Figure 1. Layout detail (run 1).
Region (35, 35) to (60, 60) µm. Cells in grey, sequential cells in the stronger grey; small squares are vias.
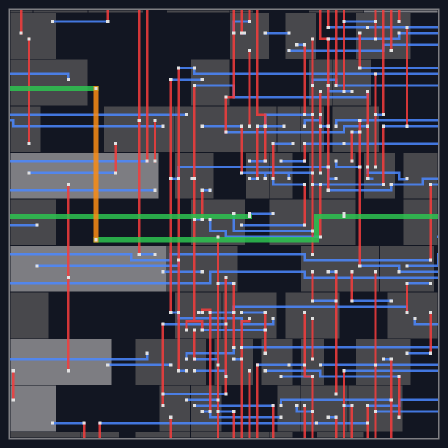
Figure 2. Sequential cells coloured by netlist name (run 1).
Drawn at 4 px/µm. Other sequential cells in the stronger grey, the rest of the logic in the fainter grey.
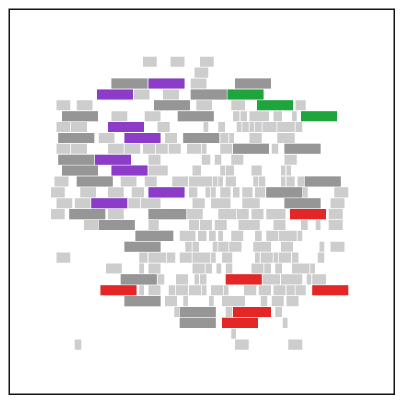
Figure 3. Track usage over the die (run 1).
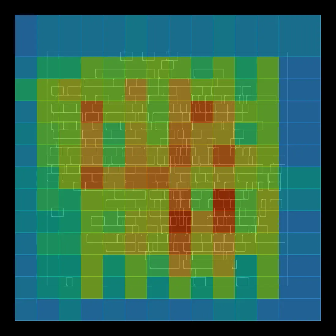
$ cat config.mk
export PLATFORM = sky130hd
export DESIGN_NAME = uart_rx_frame
export DESIGN_NICKNAME = d
export VERILOG_FILES = /design/src/rtl/uart_rx_frame.sv
export SDC_FILE = /design/constraint.sdc
export NUM_CORES = 1
export LEC_CHECK = 0
export CAP_MARGIN = 20
export CORE_MARGIN = 10
export CORE_UTILIZATION = 40
export DETAILED_ROUTE_END_ITERATION = 8
export PLACE_DENSITY = 0.69
export SLEW_MARGIN = 20
export SYNTH_ARGS = -nofsm -noshare
export SYNTH_HDL_FRONTEND = slang
export SYNTH_SLANG_ARGS = --single-unit
$ cat constraint.sdc
create_clock -name CLK -period 3.8 [get_ports CLK]
set_clock_uncertainty 0.15 [all_clocks]
set_input_delay 0.57 -clock CLK [delete_from_list [all_inputs] [get_ports CLK]]
set_output_delay 0.57 -clock CLK [all_outputs]
set_load 0.01 [all_outputs]
$ cat src/rtl/uart_rx_frame.sv
// Oversampled UART frame receiver: start, DATA_WIDTH data bits (LSB first), optional parity, stop.
// Define UART_RX_MAJORITY_EN for 3-sample majority voting; otherwise a single mid-bit sample is used.
module uart_rx_frame #(
  parameter int unsigned DATA_WIDTH = 8
) (
  input  logic                  CLK,
  input  logic                  RST,
  input  logic                  RX_IN,
  input  logic [5:0]            Prescale,
  input  logic                  PAR_EN,
  input  logic                  PAR_TYP,
  output logic [DATA_WIDTH-1:0] P_DATA,
  output logic                  Data_Valid,
  output logic                  Par_err,
  output logic                  Stp_err
);

  localparam int unsigned BitCntW = (DATA_WIDTH > 1) ? $clog2(DATA_WIDTH) : 1;

  localparam logic [2:0] IDLE   = 3'd0;
  localparam logic [2:0] START  = 3'd1;
  localparam logic [2:0] DATA   = 3'd2;
  localparam logic [2:0] PARITY = 3'd3;
  localparam logic [2:0] STOP   = 3'd4;

  logic [2:0]            state_q, state_d;
  logic [5:0]            edge_q, edge_d;
  logic [BitCntW-1:0]    bit_cnt_q, bit_cnt_d;
  logic [5:0]            presc_q, presc_d;
  logic                  par_en_q, par_en_d;
  logic                  par_typ_q, par_typ_d;
  logic [DATA_WIDTH-1:0] shift_q, shift_d;
  logic [DATA_WIDTH-1:0] p_data_q, p_data_d;
  logic                  bit_q, bit_d;
  logic                  par_bad_q, par_bad_d;
  logic                  valid_q, valid_d;
  logic                  par_err_q, par_err_d;
  logic                  stp_err_q, stp_err_d;
  logic                  s_mid_q, s_mid_d;
  logic                  vote;
  logic                  par_exp;

  logic [5:0] half, last_edge, vote_edge, exit_edge;

  assign half      = {1'b0, presc_q[5:1]};
  assign last_edge = presc_q - 6'd1;
  assign vote_edge = half + 6'd2;
  assign exit_edge = half + 6'd3;
  assign par_exp   = par_typ_q ? ~^shift_q : ^shift_q;

`ifdef UART_RX_MAJORITY_EN
  logic       s_lo_q, s_lo_d, s_hi_q, s_hi_d;
  logic [5:0] smp_lo, smp_hi;
  assign smp_lo = half - 6'd1;
  assign smp_hi = half + 6'd1;
  assign vote   = (s_lo_q & s_mid_q) | (s_lo_q & s_hi_q) | (s_mid_q & s_hi_q);
`else
  assign vote   = s_mid_q;
`endif

  always_comb begin
    state_d   = state_q;
    edge_d    = edge_q + 6'd1;
    bit_cnt_d = bit_cnt_q;
    presc_d   = presc_q;
    par_en_d  = par_en_q;
    par_typ_d = par_typ_q;
    shift_d   = shift_q;
    p_data_d  = p_data_q;
    bit_d     = bit_q;
    par_bad_d = par_bad_q;
    valid_d   = 1'b0;
    par_err_d = par_err_q;
    stp_err_d = stp_err_q;
    s_mid_d   = s_mid_q;
`ifdef UART_RX_MAJORITY_EN
    s_lo_d    = s_lo_q;
    s_hi_d    = s_hi_q;
`endif

    if (state_q != IDLE) begin
`ifdef UART_RX_MAJORITY_EN
      if (edge_q == smp_lo) s_lo_d = RX_IN;
      if (edge_q == smp_hi) s_hi_d = RX_IN;
`endif
      if (edge_q == half)      s_mid_d = RX_IN;
      if (edge_q == vote_edge) bit_d   = vote;
    end

    case (state_q)
      IDLE: begin
        edge_d    = 6'd0;
        bit_cnt_d = '0;
        // The detecting cycle is edge 0 of the start bit, so START resumes at edge 1.
        if (!RX_IN) begin
          state_d   = START;
          edge_d    = 6'd1;
          presc_d   = Prescale;
          par_en_d  = PAR_EN;
          par_typ_d = PAR_TYP;
          par_bad_d = 1'b0;
        end
      end
      START: begin
        if (edge_q == last_edge) begin
          edge_d  = 6'd0;
          state_d = bit_q ? IDLE : DATA;
        end
      end
      DATA: begin
        if (edge_q == last_edge) begin
          edge_d  = 6'd0;
          shift_d = {bit_q, shift_q[DATA_WIDTH-1:1]};
          if (bit_cnt_q == BitCntW'(DATA_WIDTH - 1)) begin
            bit_cnt_d = '0;
            state_d   = par_en_q ? PARITY : STOP;
          end else begin
            bit_cnt_d = bit_cnt_q + 1'b1;
          end
        end
      end
      PARITY: begin
        if (edge_q == last_edge) begin
          edge_d    = 6'd0;
          par_bad_d = bit_q ^ par_exp;
          state_d   = STOP;
        end
      end
      STOP: begin
        // Leave early so a start bit directly after the stop bit is seen in IDLE.
        if (edge_q == exit_edge) begin
          edge_d    = 6'd0;
          state_d   = IDLE;
          par_err_d = par_bad_q;
          stp_err_d = ~bit_q;
          if (!par_bad_q && bit_q) begin
            p_data_d = shift_q;
            valid_d  = 1'b1;
          end
        end
      end
      default: begin
        state_d = IDLE;
        edge_d  = 6'd0;
      end
    endcase
  end

  always_ff @(posedge CLK or negedge RST) begin
    if (!RST) begin
      state_q   <= IDLE;
      edge_q    <= 6'd0;
      bit_cnt_q <= '0;
      presc_q   <= 6'd8;
      par_en_q  <= 1'b0;
      par_typ_q <= 1'b0;
      shift_q   <= '0;
      p_data_q  <= '0;
      bit_q     <= 1'b1;
      par_bad_q <= 1'b0;
      valid_q   <= 1'b0;
      par_err_q <= 1'b0;
      stp_err_q <= 1'b0;
      s_mid_q   <= 1'b1;
`ifdef UART_RX_MAJORITY_EN
      s_lo_q    <= 1'b1;
      s_hi_q    <= 1'b1;
`endif
    end else begin
      state_q   <= state_d;
      edge_q    <= edge_d;
      bit_cnt_q <= bit_cnt_d;
      presc_q   <= presc_d;
      par_en_q  <= par_en_d;
      par_typ_q <= par_typ_d;
      shift_q   <= shift_d;
      p_data_q  <= p_data_d;
      bit_q     <= bit_d;
      par_bad_q <= par_bad_d;
      valid_q   <= valid_d;
      par_err_q <= par_err_d;
      stp_err_q <= stp_err_d;
      s_mid_q   <= s_mid_d;
`ifdef UART_RX_MAJORITY_EN
      s_lo_q    <= s_lo_d;
      s_hi_q    <= s_hi_d;
`endif
    end
  end

  assign P_DATA     = p_data_q;
  assign Data_Valid = valid_q;
  assign Par_err    = par_err_q;
  assign Stp_err    = stp_err_q;

endmodule
==> metrics.yaml, run 1 <==
pwr:
  power.total_mw: 1.86
  power_leader: "combinational cells"
  p_clk_uw: 304
  switching_share: 0.412
  internal_power_mw: 1.09
  p_leak_nw: 1.17
  seqPwrFrac: 0.404
  comb_cell_power_uw: 802
  combinationalPowerShare: 0.432
  p_clk_frac: 0.164
  irDropWorstVdd_v: 0.000280
  p_sw_uw: 765
setup_path:
  critPathArrivalTime_ns: 2.93
  crit_chain: "inv_1, ha_1, a21oi_1, xnor2_1, a2111oi_2, nand4_2, nor3_4, mux2_2"
  crit_path_end_kind: "flip-flop"
  regToRegSetupSlack_ns: 0.91
  crit_fanout: 8
  setup.worst_path.class: "flip-flop to flip-flop"
  cpMaxStageDelayCell: "nor3_4"
  r2r_start: "presc_q[2]"
  startpoint: "presc_q[2]"
  r2r_end: "P_DATA[5]"
  cp.required_ns: 3.84
  reg2reg_depth: 8
  cp-start-kind: "flip-flop"
  crit_end: "P_DATA[5]"
  path_depth: 8
  worst-path-buf-inv: 1
  critPathMaxStageDelay_ns: 0.48
  cpLargestDelayFamily: "simple AND/OR/NAND/NOR gates"
grt:
  met1_usage: 0.151
  antenna_found_initial: 0
  grt_pass1_wl_um: 8150
  grt_pass1_vias: 1681
  grt_max_degree: 43
final_layout:
  clkCellAreaFrac: 0.0352
  buffers_excl_clock: 23
  seq-cell-share: 0.396
  area_delta_synth_final_pct: 15.6
  comb_area_um2: 1160
  fillers: 536
  finalInstanceArea_um2: 2670
  ff_count: 42
  n_antenna_cell: 0
  layout_top_cell: "dfrtp_1"
  fin_nets: 253
  buf_share: 0.0826
  layout.cells.non_filler: 306
  clock_buffers: 5
  logic_gate_count: 150
  comb_share: 0.437
  final_cell_mix: "dfrtp_1, xnor2_1, mux2_2"
  drive_above_1_share: 0.184
  non_clock_inverter_count: 11
  largest_class: "multi-input combinational cells"
  utilization: 0.481
placed_design:
  io_buffers: 21
  dp_slack_ns: 0.923
  place.gp.congestion: 0.920
  dp_cells: 298
  place_area_um2: 2570
  dp_hpwl_um: 3150
yosys:
  synthArstFlopShare: 1.00
  synth_seq_share: 0.458
  edf_count: 0
  synth_area_um2: 2300
  fa_ha_area_frac: 0.0489
  top_cells_by_count: "dfrtp_1, xnor2_1, mux2_2, nand2_1"
  aoi_share: 0.0945
  top_logic_kind: "XOR/XNOR gates"
  top_cell: "dfrtp_1"
  synth-area-yosys_um2: 2300
  syn_avg_cell_area_um2: 10.9
  yosys_warnings: 0
  yosys.area_share.simple: 0.122
  ys_sh_xor: 0.129
  topCellsByArea: "dfrtp_1, mux2_2, xnor2_1, ha_1, dfstp_2"
  ys.flops: 42
  yosys_cells: 211
  synth.area.mux_share: 0.112
  synth_nets: 231
  syn_inst: 211
  yosys.cell_types.count: 43
  yosys.area.top_type: "dfrtp_1"
clocking:
  cts_made_buffers: 5
  ctsResizeCount: 0
  clkTransAtPathRegs_ns: 0.09
  root_buffer: "clkbuf_8"
  hold_buffers: 0
  htreeDepth: 2
  cts_tree: "built"
  insertion_delay_ns: 0.30
  cts_buffer_depth: 2
  cts.sinks: 42
  post_cts_buffers: 0
run:
  cap_violations: 0
  tool_warnings: 29
detailed_routing:
  met1_length_um: 2270
  final_antenna_net_count: 0
  first_iter_violations: 121
  via_count: 1574
  highest_layer: "met4"
  routed-wl-met2_um: 1870
  finalWirelength_um: 4440
  met3WireLength_um: 242
  drc_errors: 0
  via_per_inst: 5.14
  firstDrtPassIters: 4
die:
  dieWidth_um: 95.9
  std_cell_rows: 27
  die_area_um2: 9200
  io_pins: 22
  core-area_um2: 5540
  die_h_um: 95.9
  initCoreUtil: 0.416
timing:
  rsz0062_at_grt: "false"
  finalHoldViolCount: 0
  slew_violations: 0
  relSlewSlack: 0.385
  fin_crit_ns: 2.89
  max_freq_mhz: 346
  tightestPinTransition_ns: 0.923
  period_used_share: 0.761
  setup-tns-final_ns: 0
  holdWs_ns: 0.253
  finalSetupViolCount: 0
hold_path:
  hold_path_class: "primary input to asynchronous set/reset pin"
outcome:
  run_status: "completed"
-- Figure 1 (at the start) --
Key: blue = M1; green = M3; red = M2; orange = M4
Sequential cells in the window: 3. 44 logic cells have their middle in the window. Most frequent: xnor2_1 (5), nor2_1 (4).

-- Figure 2 (at the start) --
Key: green = bit_cnt_q [sequential cells 3]; red = presc_q [sequential cells 6]; purple = shift_q [sequential cells 8]
Another 25 sequential cells are not coloured.
Register Area: 1050 µm²
flip-flop and latch power: 751 µW

-- Figure 3 (at the start) --
total track usage: 0.112
GR Util met2: 0.164
GR Util met3: 0.0381
Routed WL per cell: 14.5 µm
busiest grt layer: met2

Figure 4. The metal 2 layer (run 1).
Drawn at 4 px/µm.
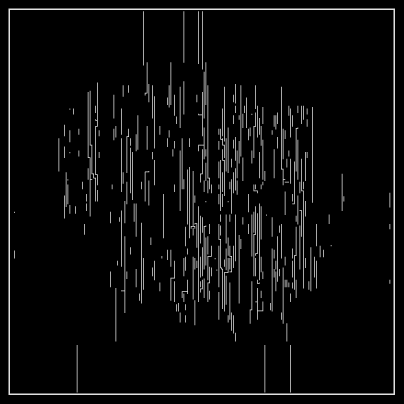

==> run 2: changes to the inputs <==
==> constraint.sdc (replaced) <==
create_clock -name CLK -period 2.7 [get_ports CLK]
set_clock_uncertainty 0.15 [all_clocks]
set_input_delay 0.405 -clock CLK [delete_from_list [all_inputs] [get_ports CLK]]
set_output_delay 0.405 -clock CLK [all_outputs]
set_load 0.01 [all_outputs]
Figure 5. The metal 2 layer (run 2).
Drawn at 4 px/µm.
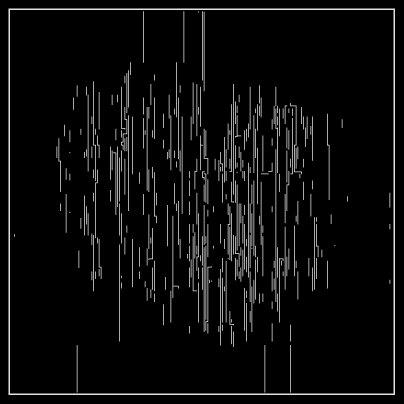
215 nets have wire on it. The wires run mostly vertical. The longest straight run is 38.1 µm. The layer holds 45% of the routed length.
GR Util met2: 0.165
final wirelength: 4730 µm
via count: 1624

Figure 6. Layout detail (run 2).
Region (35, 35) to (60, 60) µm. Cells in grey, sequential cells in the stronger grey; small squares are vias.
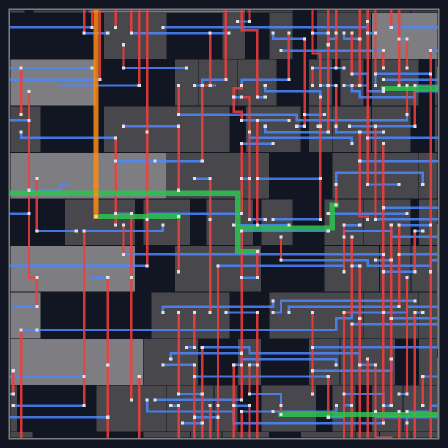
Key: red = M2; green = M3; blue = M1; orange = M4
Sequential cells in the window: 4. 44 logic cells have their middle in the window. Most frequent: nor2_1 (4), xnor2_1 (4), nand2_1 (3).

==> run 2 against run 1 <==
Against the previous run: final cell count is 3.3% higher; sequential cell count did not move; highest routed layer unchanged; power grew 47%; critical path depth unchanged; non-clock buffer count up 10; count of clock-buffer cells in the layout unchanged; critical endpoint is now P_DATA[6].
==> metrics.yaml, run 2 <==
yosys:
  fa_ha_area_frac: 0.0489  # unchanged
  yosys.area_share.simple: 0.122  # unchanged
  aoi_share: 0.0945  # unchanged
  yosys.area.top_type: "dfrtp_1"  # unchanged
  synth_nets: 231  # unchanged
  ys_sh_xor: 0.129  # unchanged
  yosys_cells: 211  # unchanged
  synth.area.mux_share: 0.112  # unchanged
  top_logic_kind: "XOR/XNOR gates"  # unchanged
  syn_inst: 211  # unchanged
  yosys_warnings: 0  # unchanged
  top_cells_by_count: "dfrtp_1, xnor2_1, mux2_2, nand2_1"  # unchanged
  top_cell: "dfrtp_1"  # unchanged
  synth_area_um2: 2300  # unchanged
  synthArstFlopShare: 1.00  # unchanged
  ys.flops: 42  # unchanged
  synth_seq_share: 0.458  # unchanged
  syn_avg_cell_area_um2: 10.9  # unchanged
  synth-area-yosys_um2: 2300  # unchanged
pwr:
  irDropWorstVdd_v: 0.000440  # was 0.000280 V
  internal_power_mw: 1.62  # was 1.09 mW
  pg_seq_mw: 1.02  # was 751 µW
  power.total_mw: 2.73  # was 1.86 mW
  p_clk_uw: 423  # was 304 µW
  power_leader: "combinational cells"  # unchanged
  combinationalPowerShare: 0.470  # was 0.432
  comb_cell_power_mw: 1.28  # was 802 µW
  switching_share: 0.407  # was 0.412
  p_sw_mw: 1.11  # was 765 µW
  p_clk_frac: 0.155  # was 0.164
  seqPwrFrac: 0.375  # was 0.404
  p_leak_nw: 1.23  # was 1.17 nW
clocking:
  cts_tree: "built"  # unchanged
  insertion_delay_ns: 0.29  # was 0.30 ns
  cts_made_buffers: 5  # unchanged
  cts.sinks: 42  # unchanged
  clkTransAtPathRegs_ns: 0.08  # was 0.09 ns
  cts_buffer_depth: 2  # unchanged
  htreeDepth: 2  # unchanged
  hold_buffers: 0  # unchanged
  ctsResizeCount: 0  # unchanged
  post_cts_buffers: 0  # unchanged
timing:
  setup-tns-final_ns: 0  # unchanged
  slew_violations: 0  # unchanged
  max_freq_mhz: 391  # was 346 MHz
  relSlewSlack: 0.347  # was 0.385
  finalSetupViolCount: 0  # unchanged
  period_used_share: 0.947  # was 0.761
  holdWs_ns: 0.119  # was 0.253 ns
  tightestPinTransition_ns: 0.979  # was 0.923 ns
  fin_crit_ns: 2.56  # was 2.89 ns
  rsz0062_at_grt: "false"  # unchanged
outcome:
  run_status: "completed"  # unchanged
detailed_routing:
  routed-wl-met2_um: 2130  # was 1870 µm
  highest_layer: "met4"  # unchanged
  final_antenna_net_count: 0  # unchanged
  via_per_inst: 5.14  # about the same
  first_iter_violations: 98  # was 121
  firstDrtPassIters: 4  # unchanged
  drc_errors: 0  # unchanged
  met3WireLength_um: 272  # was 242 µm
  avgRoutedWirePerCell_um: 15.0  # was 14.5 µm
  met1_length_um: 2300  # was 2270 µm
final_layout:
  clock_buffers: 5  # unchanged
  non_clock_inverter_count: 11  # unchanged
  largest_class: "multi-input combinational cells"  # unchanged
  utilization: 0.498  # was 0.481
  drive_above_1_share: 0.230  # was 0.184
  comb_share: 0.425  # was 0.437
  buf_share: 0.112  # was 0.0826
  ff_count: 42  # unchanged
  final_cell_mix: "dfrtp_1, xnor2_1, mux2_2"  # unchanged
  flop_area_um2: 1050  # unchanged
  logic_gate_count: 150  # unchanged
  clkCellAreaFrac: 0.0335  # was 0.0352
  finalInstanceArea_um2: 2760  # was 2670 µm²
  seq-cell-share: 0.382  # was 0.396
  fin_nets: 263  # was 253
  area_delta_synth_final_pct: 19.8  # was 15.6%
  layout.cells.non_filler: 316  # was 306
  buffers_excl_clock: 33  # was 23
  fillers: 524  # was 536
  n_antenna_cell: 0  # unchanged
setup_path:
  cp-start-kind: "flip-flop"  # unchanged
  cp.required_ns: 2.73  # was 3.84 ns
  crit_path_end_kind: "flip-flop"  # unchanged
  path_depth: 8  # unchanged
  startpoint: "presc_q[3]"  # was presc_q[2]
  reg2reg_depth: 8  # unchanged
  r2r_start: "presc_q[3]"  # was presc_q[2]
  critPathArrivalTime_ns: 2.59  # was 2.93 ns
  cpLargestDelayFamily: "flip-flops"  # was simple AND/OR/NAND/NOR gates
  critPathMaxStageDelay_ns: 0.60  # was 0.48 ns
  crit_fanout: 8  # unchanged
  r2r_end: "P_DATA[6]"  # was P_DATA[5]
  worst-path-buf-inv: 1  # unchanged
  crit_chain: "ha_1, a21oi_2, xnor2_1, a2111oi_2, nand4_2, nor3_4, buf_12, mux2_2"  # was inv_1, ha_1, a21oi_1, xnor2_1, a2111oi_2, nand4_2, nor3_4, mux2_2
  regToRegSetupSlack_ns: 0.14  # was 0.91 ns
  setup.worst_path.class: "flip-flop to flip-flop"  # unchanged
  cpMaxStageDelayCell: "dfstp_2"  # was nor3_4
  crit_end: "P_DATA[6]"  # was P_DATA[5]
grt:
  grtUsageMet3: 0.0358  # was 0.0381
  met1_usage: 0.156  # was 0.151
  grtUsageTotal: 0.112  # about the same
  grt_pass1_vias: 1688  # was 1681
  top_usage_layer: "met2"  # unchanged
  grt_pass1_wl_um: 8290  # was 8150 µm
  grt_max_degree: 43  # unchanged
die:
  die_area_um2: 9200  # unchanged
  io_pins: 22  # unchanged
  std_cell_rows: 27  # unchanged
  dieWidth_um: 95.9  # unchanged
  die_h_um: 95.9  # unchanged
  initCoreUtil: 0.416  # unchanged
placed_design:
  io_buffers: 21  # unchanged
  place.gp.congestion: 0.903  # was 0.920
  place_area_um2: 2640  # was 2570 µm²
  dp_slack_ns: 0.0943  # was 0.923 ns
run:
  tool_warnings: 29  # unchanged
  cap_violations: 0  # unchanged
Figure 7. Track usage over the die (run 2).
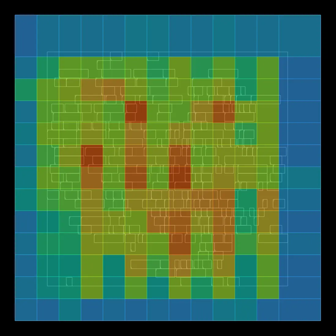

==> run 3: changes to the inputs <==
--- a/config.mk
+++ b/config.mk
@@ -5,6 +5,7 @@
 export SDC_FILE = /design/constraint.sdc
 export NUM_CORES = 1
 export LEC_CHECK = 0
+export ABC_AREA = 1
 export CAP_MARGIN = 20
 export CORE_MARGIN = 10
 export CORE_UTILIZATION = 40
Figure 8. Track usage over the die (run 3).
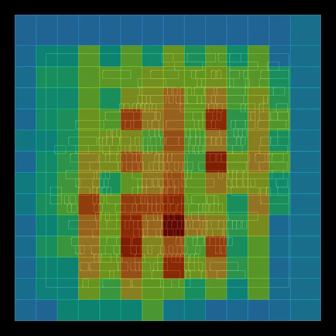
GR Util met3: 0.0304
met1 routing resource usage after global routing: 0.147
GR Util met2: 0.175
fin util: 0.484

Figure 9. Cells by drive strength (run 3).
Drawn at 4 px/µm.
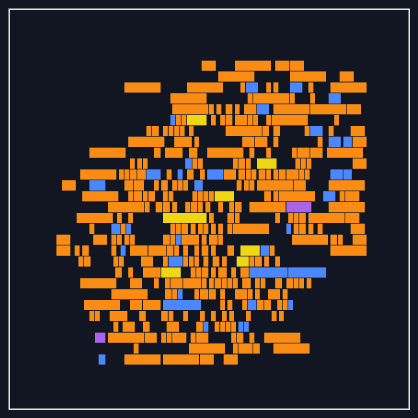
Key: purple = x3 and x4 [cells 2]; blue = x2 [cells 34]; yellow = x6 and larger [cells 7]; orange = x1 and smaller [cells 318]
setup slack after layout: 0.334 ns
Layout area overhead: 15.0%

==> run 3 against run 2 <==
Against the previous run: via count is 29% higher; die area is 7.9% higher; sequential share of layout area is 2.0 points lower; core utilization is 1.5 points lower; routed wire length is 13% higher; sequential cell count stayed put; first-iteration DRC count is 67% higher; clock power is about 20% higher; combinational power hardly changed; design area is 5.6% higher; synthesized cell count is 60% higher; fmax is 8.1% higher; critical endpoint is now bit_cnt_q[1].
==> metrics.yaml, run 3 <==
outcome:
  run_status: "completed"  # unchanged
final_layout:
  ff_count: 42  # unchanged
  buf_share: 0.0730  # was 0.112
  largest_class: "multi-input combinational cells"  # unchanged
  layout.cells.non_filler: 436  # was 316
  non_clock_inverter_count: 41  # was 11
  flop_area_um2: 1050  # unchanged
  fillers: 596  # was 524
  buffers_excl_clock: 22  # was 33
  comb_share: 0.441  # was 0.425
  clkCellAreaFrac: 0.0386  # was 0.0335
  final_cell_mix: "nand2_1, dfrtp_1, inv_1"  # was dfrtp_1, xnor2_1, mux2_2
  seq-cell-share: 0.362  # was 0.382
  fin_nets: 380  # was 263
  drive_above_1_share: 0.119  # was 0.230
  finalInstanceArea_um2: 2910  # was 2760 µm²
  clock_buffers: 5  # unchanged
  comb_area_um2: 1290  # was 1170 µm²
  logic_gate_count: 248  # was 150
  n_antenna_cell: 0  # unchanged
  layout_top_cell: "nand2_1"  # was dfrtp_1
setup_path:
  critPathMaxStageDelay_ns: 0.44  # was 0.60 ns
  worst-path-buf-inv: 3  # was 1
  critPathArrivalTime_ns: 2.41  # was 2.59 ns
  r2r_start: "presc_q[2]"  # was presc_q[3]
  cp.required_ns: 2.74  # was 2.73 ns
  path_depth: 13  # was 8
  r2r_end: "bit_cnt_q[1]"  # was P_DATA[6]
  regToRegSetupSlack_ns: 0.33  # was 0.14 ns
  cp-start-kind: "flip-flop"  # unchanged
  setup.worst_path.class: "flip-flop to flip-flop"  # unchanged
  crit_end: "bit_cnt_q[1]"  # was P_DATA[6]
  cpMaxStageDelayCell: "dfrtp_1"  # was dfstp_2
  startpoint: "presc_q[2]"  # was presc_q[3]
  crit_path_end_kind: "flip-flop"  # unchanged
  cpLargestDelayFamily: "simple AND/OR/NAND/NOR gates"  # was flip-flops
  crit_fanout: 12  # was 8
  reg2reg_depth: 13  # was 8
timing:
  tightestPinTransition_ns: 0.932  # was 0.979 ns
  relSlewSlack: 0.379  # was 0.347
  finalSetupViolCount: 0  # unchanged
  period_used_share: 0.876  # was 0.947
  max_freq_mhz: 423  # was 391 MHz
  slew_violations: 0  # unchanged
  finalHoldViolCount: 0  # unchanged
  fin_crit_ns: 2.37  # was 2.56 ns
  holdWs_ns: 0.0916  # was 0.119 ns
  rsz0062_at_grt: "false"  # unchanged
detailed_routing:
  met1_length_um: 2650  # was 2300 µm
  drc_errors: 0  # unchanged
  via_count: 2092  # was 1624
  first_iter_violations: 164  # was 98
  final_antenna_net_count: 0  # unchanged
  met3WireLength_um: 281  # was 272 µm
  firstDrtPassIters: 5  # was 4
  highest_layer: "met4"  # unchanged
  finalWirelength_um: 5370  # was 4730 µm
  via_per_inst: 4.80  # was 5.14
  routed-wl-met2_um: 2340  # was 2130 µm
  avgRoutedWirePerCell_um: 12.3  # was 15.0 µm
clocking:
  root_buffer: "clkbuf_8"  # unchanged
  cts_tree: "built"  # unchanged
  cts_buffer_depth: 2  # unchanged
  hold_buffers: 0  # unchanged
  ctsResizeCount: 0  # unchanged
  cts.sinks: 42  # unchanged
  htreeDepth: 2  # unchanged
  post_cts_buffers: 0  # unchanged
  cts_made_buffers: 5  # unchanged
  insertion_delay_ns: 0.30  # was 0.29 ns
  clkTransAtPathRegs_ns: 0.09  # was 0.08 ns
die:
  dieWidth_um: 99.6  # was 95.9 µm
  die_h_um: 99.6  # was 95.9 µm
  io_pins: 22  # unchanged
  die_area_um2: 9920  # was 9200 µm²
  initCoreUtil: 0.421  # was 0.416
  core-area_um2: 6030  # was 5540 µm²
  std_cell_rows: 28  # was 27
placed_design:
  place.gp.congestion: 1.01  # was 0.903
  dp_slack_ns: 0.289  # was 0.0943 ns
  io_buffers: 21  # unchanged
  dp_hpwl_um: 4070  # was 3330 µm
  dp_cells: 428  # was 306
  place_area_um2: 2800  # was 2640 µm²
yosys:
  synthArstFlopShare: 1.00  # unchanged
  edf_count: 0  # unchanged
  yosys.area_share.simple: 0.315  # was 0.122
  yosys_cells: 337  # was 211
  fa_ha_area_frac: 0.0444  # was 0.0489
  top_cells_by_count: "nand2_1, dfrtp_1, inv_1, nor2_1, nand3_1"  # was dfrtp_1, xnor2_1, mux2_2, nand2_1
  synth-area-yosys_um2: 2530  # was 2300 µm²
  synth_area_um2: 2530  # was 2300 µm²
  top_cell: "nand2_1"  # was dfrtp_1
  yosys.cell_types.count: 28  # was 43
  aoi_share: 0.0721  # was 0.0945
  syn_avg_cell_area_um2: 7.52  # was 10.9 µm²
  ys.flops: 42  # unchanged
  topCellsByArea: "dfrtp_1, nand2_1, nand3_1, ha_1, inv_1"  # was dfrtp_1, mux2_2, xnor2_1, ha_1, dfstp_2
  top_logic_kind: "simple AND/OR/NAND/NOR gates"  # was XOR/XNOR gates
  synth_nets: 357  # was 231
  synth_seq_share: 0.416  # was 0.458
  syn_inst: 337  # was 211
  yosys_warnings: 0  # unchanged
  synth.area.mux_share: 0.00888  # was 0.112
  yosys.area.top_type: "dfrtp_1"  # unchanged
  ys_sh_xor: 0.0656  # was 0.129
grt:
  antenna_found_initial: 0  # unchanged
  grt_pass1_wl_um: 9370  # was 8290 µm
  grt_pass1_vias: 2007  # was 1688
  grt_max_degree: 43  # unchanged
  top_usage_layer: "met2"  # unchanged
  grtUsageTotal: 0.114  # was 0.112
pwr:
  irDropWorstVdd_v: 0.000401  # was 0.000440 V
  p_sw_mw: 1.22  # was 1.11 mW
  p_clk_frac: 0.187  # was 0.155
  power_leader: "combinational cells"  # unchanged
  switching_share: 0.447  # was 0.407
  combinationalPowerShare: 0.458  # was 0.470
  seqPwrFrac: 0.355  # was 0.375
  pg_seq_uw: 970  # was 1.02 mW
  internal_power_mw: 1.51  # was 1.62 mW
  p_leak_nw: 1.46  # was 1.23 nW
  power.total_mw: 2.73  # about the same
  p_clk_uw: 509  # was 423 µW
hold_path:
  hold_path_class: "primary input to asynchronous set/reset pin"  # unchanged
run:
  tool_warnings: 29  # unchanged
  cap_violations: 0  # unchanged
Power figures rest on the tool's default switching activity, not on a simulated workload.
